**src/rtl/mux_rr_scheduler.sv**
```systemverilog
// -----------------------------------------------------------------------------
// mux_rr_scheduler
//
// Round-robin scheduler for eight requesters that drives the select of an
// 8:1 data multiplexer. A source keeps its grant until it drops its request
// line or has held the grant for HOLD consecutive cycles. When a grant ends,
// the next winner is chosen in the same cycle, starting the search just
// after the releasing source. A source that is still requesting is therefore
// re-granted only when nobody else is waiting, and there is no idle cycle
// between back-to-back grants.
//
// Parameters
//   HOLD  maximum consecutive cycles of one grant (1..15)
//
// Ports
//   clk   input   1  single clock, rising edge
//   rst   input   1  synchronous, active-high reset
//   req   input   8  request line per source, held high until served
//   in    input   8  data bit per source
//   sel   output  3  registered index of the granted source
//   gnt   output  8  registered one-hot grant, zero when idle
//   busy  output 1   high while a grant is active
//   out   output 1   registered data bit of the granted source, 0 when idle
// -----------------------------------------------------------------------------
module mux_rr_scheduler #(
  parameter int HOLD = 4
) (
  input  logic       clk,
  input  logic       rst,
  input  logic [7:0] req,
  input  logic [7:0] in,
  output logic [2:0] sel,
  output logic [7:0] gnt,
  output logic       busy,
  output logic       out
);

  localparam logic [3:0] HOLD_CNT = 4'(HOLD);

  typedef enum logic {
    IDLE  = 1'b0,
    GRANT = 1'b1
  } state_e;

  state_e     state_q, state_d;
  logic [2:0] ptr_q,   ptr_d;
  logic [3:0] cnt_q,   cnt_d;
  logic [2:0] sel_q,   sel_d;
  logic [7:0] gnt_q,   gnt_d;
  logic       busy_q,  busy_d;
  logic       out_q,   out_d;

  // Arbiter signals
  logic [2:0] search_base;
  logic [2:0] idx;
  logic [2:0] winner;
  logic       found;
  logic       rel_grant;

  // ---------------------------------------------------------------------------
  // Rotating priority search.
  // In IDLE the search starts at ptr. In GRANT the only arbitration happens at
  // release, and ptr becomes sel+1 in that same cycle, so the search starts at
  // sel+1 directly. The releasing source sits at offset 7 and so ranks lowest.
  // The loop runs from the farthest offset down to offset 0, so the nearest
  // requester is the last assignment and wins.
  // ---------------------------------------------------------------------------
  always_comb begin
    search_base = (state_q == GRANT) ? (sel_q + 3'd1) : ptr_q;
    idx         = search_base;
    winner      = search_base;
    found       = 1'b0;
    for (int i = 7; i >= 0; i--) begin
      idx = search_base + 3'(i);
      if (req[idx]) begin
        winner = idx;
        found  = 1'b1;
      end
    end
  end

  // A grant ends when its requester drops or the hold limit is reached. Both
  // conditions feed the same single release.
  assign rel_grant = (state_q == GRANT) && (!req[sel_q] || (cnt_q == HOLD_CNT));

  // ---------------------------------------------------------------------------
  // Next-state and output logic
  // ---------------------------------------------------------------------------
  // NOTE: every signal written here gets a default first. A path that leaves
  // a signal unassigned would infer a latch.
  always_comb begin
    state_d = state_q;
    ptr_d   = ptr_q;
    cnt_d   = cnt_q;
    sel_d   = sel_q;
    gnt_d   = gnt_q;
    busy_d  = busy_q;

    unique case (state_q)
      IDLE: begin
        if (found) begin
          state_d = GRANT;
          sel_d   = winner;
          gnt_d   = 8'd1 << winner;
          busy_d  = 1'b1;
          cnt_d   = 4'd1;
        end else begin
          gnt_d  = 8'd0;
          busy_d = 1'b0;
        end
      end

      GRANT: begin
        if (rel_grant) begin
          ptr_d = sel_q + 3'd1;
          if (found) begin
            // Hand over directly, with no idle bubble.
            sel_d  = winner;
            gnt_d  = 8'd1 << winner;
            busy_d = 1'b1;
            cnt_d  = 4'd1;
          end else begin
            state_d = IDLE;
            gnt_d   = 8'd0;
            busy_d  = 1'b0;
          end
        end else begin
          cnt_d = cnt_q + 4'd1;
        end
      end

      default: begin
        state_d = IDLE;
        gnt_d   = 8'd0;
        busy_d  = 1'b0;
      end
    endcase
  end

  // The data path uses the registered select, so out trails sel/in by one
  // cycle and reads 0 whenever no grant is active.
  assign out_d = busy_q ? in[sel_q] : 1'b0;

  // ---------------------------------------------------------------------------
  // State registers
  // ---------------------------------------------------------------------------
  // NOTE: non-blocking assignments let every register sample the same
  // pre-edge values, regardless of statement order.
  always_ff @(posedge clk) begin
    if (rst) begin
      state_q <= IDLE;
      ptr_q   <= 3'd0;
      cnt_q   <= 4'd0;
      sel_q   <= 3'd0;
      gnt_q   <= 8'd0;
      busy_q  <= 1'b0;
      out_q   <= 1'b0;
    end else begin
      state_q <= state_d;
      ptr_q   <= ptr_d;
      cnt_q   <= cnt_d;
      sel_q   <= sel_d;
      gnt_q   <= gnt_d;
      busy_q  <= busy_d;
      out_q   <= out_d;
    end
  end

  assign sel  = sel_q;
  assign gnt  = gnt_q;
  assign busy = busy_q;
  assign out  = out_q;

endmodule

```
**config.mk**
```make
export PLATFORM = sky130hd
export DESIGN_NAME = mux_rr_scheduler
export DESIGN_NICKNAME = d
export VERILOG_FILES = /design/src/rtl/mux_rr_scheduler.sv
export SDC_FILE = /design/constraint.sdc
export NUM_CORES = 1
export LEC_CHECK = 0
export ABC_AREA = 1
export CORE_UTILIZATION = 35
export DETAILED_ROUTE_END_ITERATION = 16
export PLACE_DENSITY_LB_ADDON = 0.3
export RECOVER_POWER = 25
export SLEW_MARGIN = 20
export SYNTH_ARGS = -nofsm -noshare
export SYNTH_HDL_FRONTEND = slang
export SYNTH_SLANG_ARGS = --single-unit
```
**constraint.sdc**
```tcl
create_clock -name clk -period 2.7 [get_ports clk]
set_clock_uncertainty 0.1 [all_clocks]
set_input_delay 0.54 -clock clk [delete_from_list [all_inputs] [get_ports clk]]
set_output_delay 0.54 -clock clk [all_outputs]
set_load 0.03 [all_outputs]
```
==> GITHUB_STEP_SUMMARY <==
### Yosys + OpenROAD results

| Metric | Value |
|---|---|
| Outcome | `completed` |
| Final Max Slew Viols | `0` |
| Slew headroom | `78.6%` |
| FP Rows | `27` |
| Routed Antenna Nets | `0` |
| Register area | `424 sq um` |
| CP bufs+invs | `3` |
| Dpl hpwl | `4.66 mm` |
| Post-synthesis chip area from yosys | `2080 sq um` |
| CP top delay family | `simple AND/OR/NAND/NOR gates` |
| Remaining DRCs | `0` |
| Syn_area_per_cell | `5.78 sq um` |
| Root Buffer | `clkbuf_8` |
| Late-Pin Clk Latency | `0.27 ns` |
| FMAX | `0.399 GHz` |
| Vias in the first global route | `2,135` |
| FILL cells | `591` |
| Cells after DPL | `479` |
| CP arrival | `2.61 ns` |
| MI comb area | `1500 sq um` |
| Crit-path slowest cell | `dfxtp_2` |
| Syn_nets | `383` |
| Leakage | `1.35 nW` |
| Io pins | `31` |
| Initial Util | `37.1%` |
| Initial antenna violation count | `0` |
| Kind of critical path | `reg2reg` |
| Synthesized area | `2080 sq um` |
| Maximum vdd drop | `529 uV` |
| TritonCTS clock tree | `done` |
| Total power | `3.52 mW` |
| Max stage delay on crit path | `0.34 ns` |
| Total grt overflow | `0` |
| Yosys reg bits | `21` |
| Post-DR vias/cell | `4.91` |
| Fin crit share | `92.7%` |
| Crit end category | `flop` |
| Met1 usage | `27.4%` |
| DR vias | `2,387` |
| First-pass GRT wire length | `10.0 mm` |
| Fin nets | `438` |
| Final Wtd Congestion | `0.910` |
| PD cells | `1260 nW/um^2` |
| Register area share after synthesis | `20.2%` |
| Clock Path Buffers | `2` |
| Cells along the critical path | `ha_4 > inv_2 > nand2_1 > nand2_2 > buf_6 > nand2_1 > nand2_2 > buf_4 > nand2_1 > nand3_1 > nand2_1 > nand3_2 > nand2_1 > nand2_1 > nand3_1 > nand2_1 > nand2_1 > nand2_1 > nand2_2 > nand2_1 > nor2_1 > nor2_1 > nor2_1` |
| Ys cells | `360` |
| Fin crit period | `2.50 ns` |
| Worst setup SP type | `flop` |
repair_timing:
| action | CTS | global route |
|---|---|---|
| endpoints found under the hold margin | 0 | 0 |
| setup endpoints to repair | 0 | 17 |
| setup buffers | 0 | 3 |
| gates resized | 0 | 30 |
metal layers:
metal / part of all wire (%) / wire, um / vias up
met5: 0 / 0 / -
li1: - / - / 1251
met2: 46 / 2730 / 57
met1: 49 / 2930 / 1069
met4: 1.5 / 89 / 0
met3: 4.2 / 252 / 10
final cells by class:
type	instances	area share (%)
inverters	53	7.31
clock inverters	1	0.179
multi-input cells	280	53.7
flip-flops and latches	21	15.2
clock buffers	3	1.48
well taps	72	3.23
repair buffers	56	18.9
worst register-to-register path: cells and delay by family (launching register included):
family | cells | cell delay [ns]
adder cells (fa/ha/maj) | 1 | 0.27
buffers and inverters | 3 | 0.31
AND/OR/NAND/NOR | 19 | 1.41
flip-flops | 1 | 0.34
cells in the mapped netlist, drive strengths merged:
cell	instances	area (sq um)
nand3	54	300
o221ai	1	8.76
o21ai	20	100
inv	53	204
dfxtp	21	420
nand4	1	12.5
a31oi	3	18.8
a21oi	20	108
nor2	24	97.6
or2	1	6.26
nor3	1	10.0
buf	5	50.0
nand2	148	663
o211ai	1	7.51
ha	5	62.6
a211oi	1	7.51
clkbuf	1	3.75
stage by stage:
| step | setup TNS (ns) | instance area [sq um] | util (%) | hold WS (ns) | setup WS, ns |
|---|---|---|---|---|---|
| after global placement | 0 | 2610 | 46.5 | 0.352 | 0.0150 |
| after global routing | -0.00151 | 2790 | 49.8 | 0.396 | -0.00151 |
| after detailed placement | -0.0243 | 2610 | 46.5 | 0.358 | -0.0243 |
| after CTS | 0 | 2650 | 47.3 | 0.369 | 0.0410 |
| final | 0 | 2790 | 49.8 | 0.368 | 0.196 |
| after floorplan | 0 | 2080 | - | 0.339 | 0.00596 |
power breakdown:
| part | switching (mW) | total, mW | internal [mW] |
|---|---|---|---|
| Combinational | 1.78 | 2.85 | 1.08 |
| Clock | 0.102 | 0.204 | 0.103 |
| Sequential | 0.0617 | 0.459 | 0.397 |
worst paths after layout:
kind                             from                  end  slack (ns)  depth (start not counted)
setup / recovery  sel[1]$_SDFFE_PP0P_  gnt[3]$_SDFFE_PP0N_        0.20                         23
hold / removal    gnt[2]$_SDFFE_PP0N_  gnt[2]$_SDFFE_PP0N_        0.37                          2
setup reg to reg  sel[1]$_SDFFE_PP0P_  gnt[3]$_SDFFE_PP0N_        0.20                         23
hold reg to reg   gnt[2]$_SDFFE_PP0N_  gnt[2]$_SDFFE_PP0N_        0.37                          2
flip-flops by register name (all words and copies together), names as in the netlist:
| name | cells |
|---|---|
| ptr_q | 3 |
| gnt | 8 |
| out | 1 |
| sel | 3 |
| busy | 1 |
| state_q | 1 |
| cnt_q | 4 |
logic make-up after synthesis:
family	Yosys count	share of synthesized area, %
adder cells (fa/ha/maj)	5	3.01
AND-OR/OR-AND	46	12.0
AND/OR/NAND/NOR	229	52.4
buffers and inverters	59	12.4
flip-flops	21	20.2
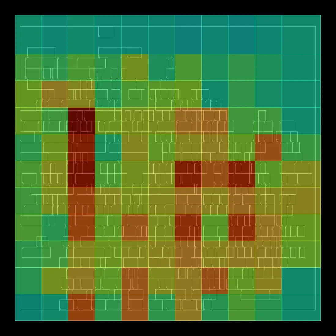
Figure 1: routing congestion map.
Finished Core Util: 49.8%
GR peak layer: met2
gr usage total: 19.9%
post-DR wirelength/cell: 12.3 um
Global Route met2 Usage: 32.4%

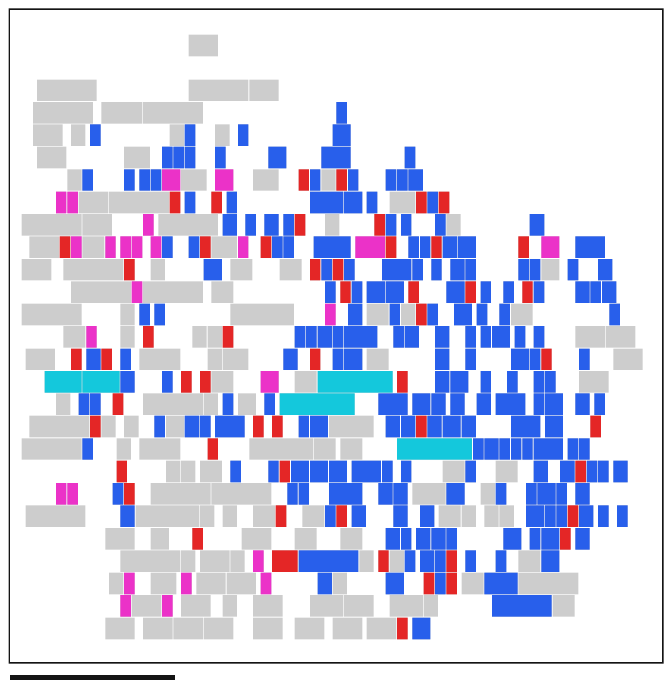
Figure 2: logic cells by family.
Scale bar: 20 um.
legend:
  red:
    family: inverters
    cells: 53
  magenta:
    family: NOR gates
    cells: 25
  blue:
    family: NAND gates
    cells: 203
  cyan:
    family: adder and majority cells
    cells: 5

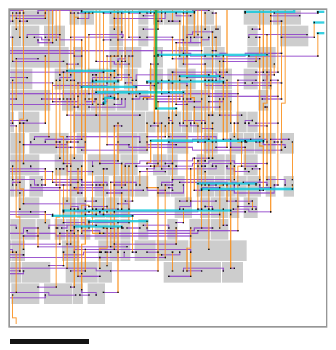
Figure 3: zoomed window.
Scale bar: 10 um. Window x 39 to 79, y 0 to 40 um. Cells in gray, sequential cells in the stronger gray; small squares are vias.
legend:
  purple:
    layer: met1
  cyan:
    layer: met3
  green:
    layer: met4
  orange:
    layer: met2
cells with their middle in the window: 139
sequential cells in the window: 0
most frequent: nand2_1 (42), nand3_1 (28), nand2_2 (17)

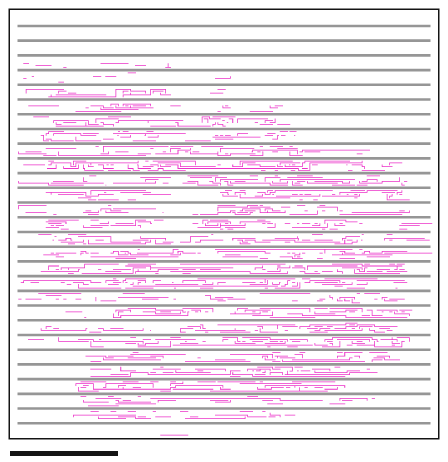
Figure 4: the metal 1 layer.
Scale bar: 20 um. Supply wires on this layer in gray.
nets with wire on the layer: 413
longest straight run: 26.7 um
wire length on this layer: 2,930 um
share of all routed wire: 49%

No activity file was given, so power comes from the tool's default toggle rates.
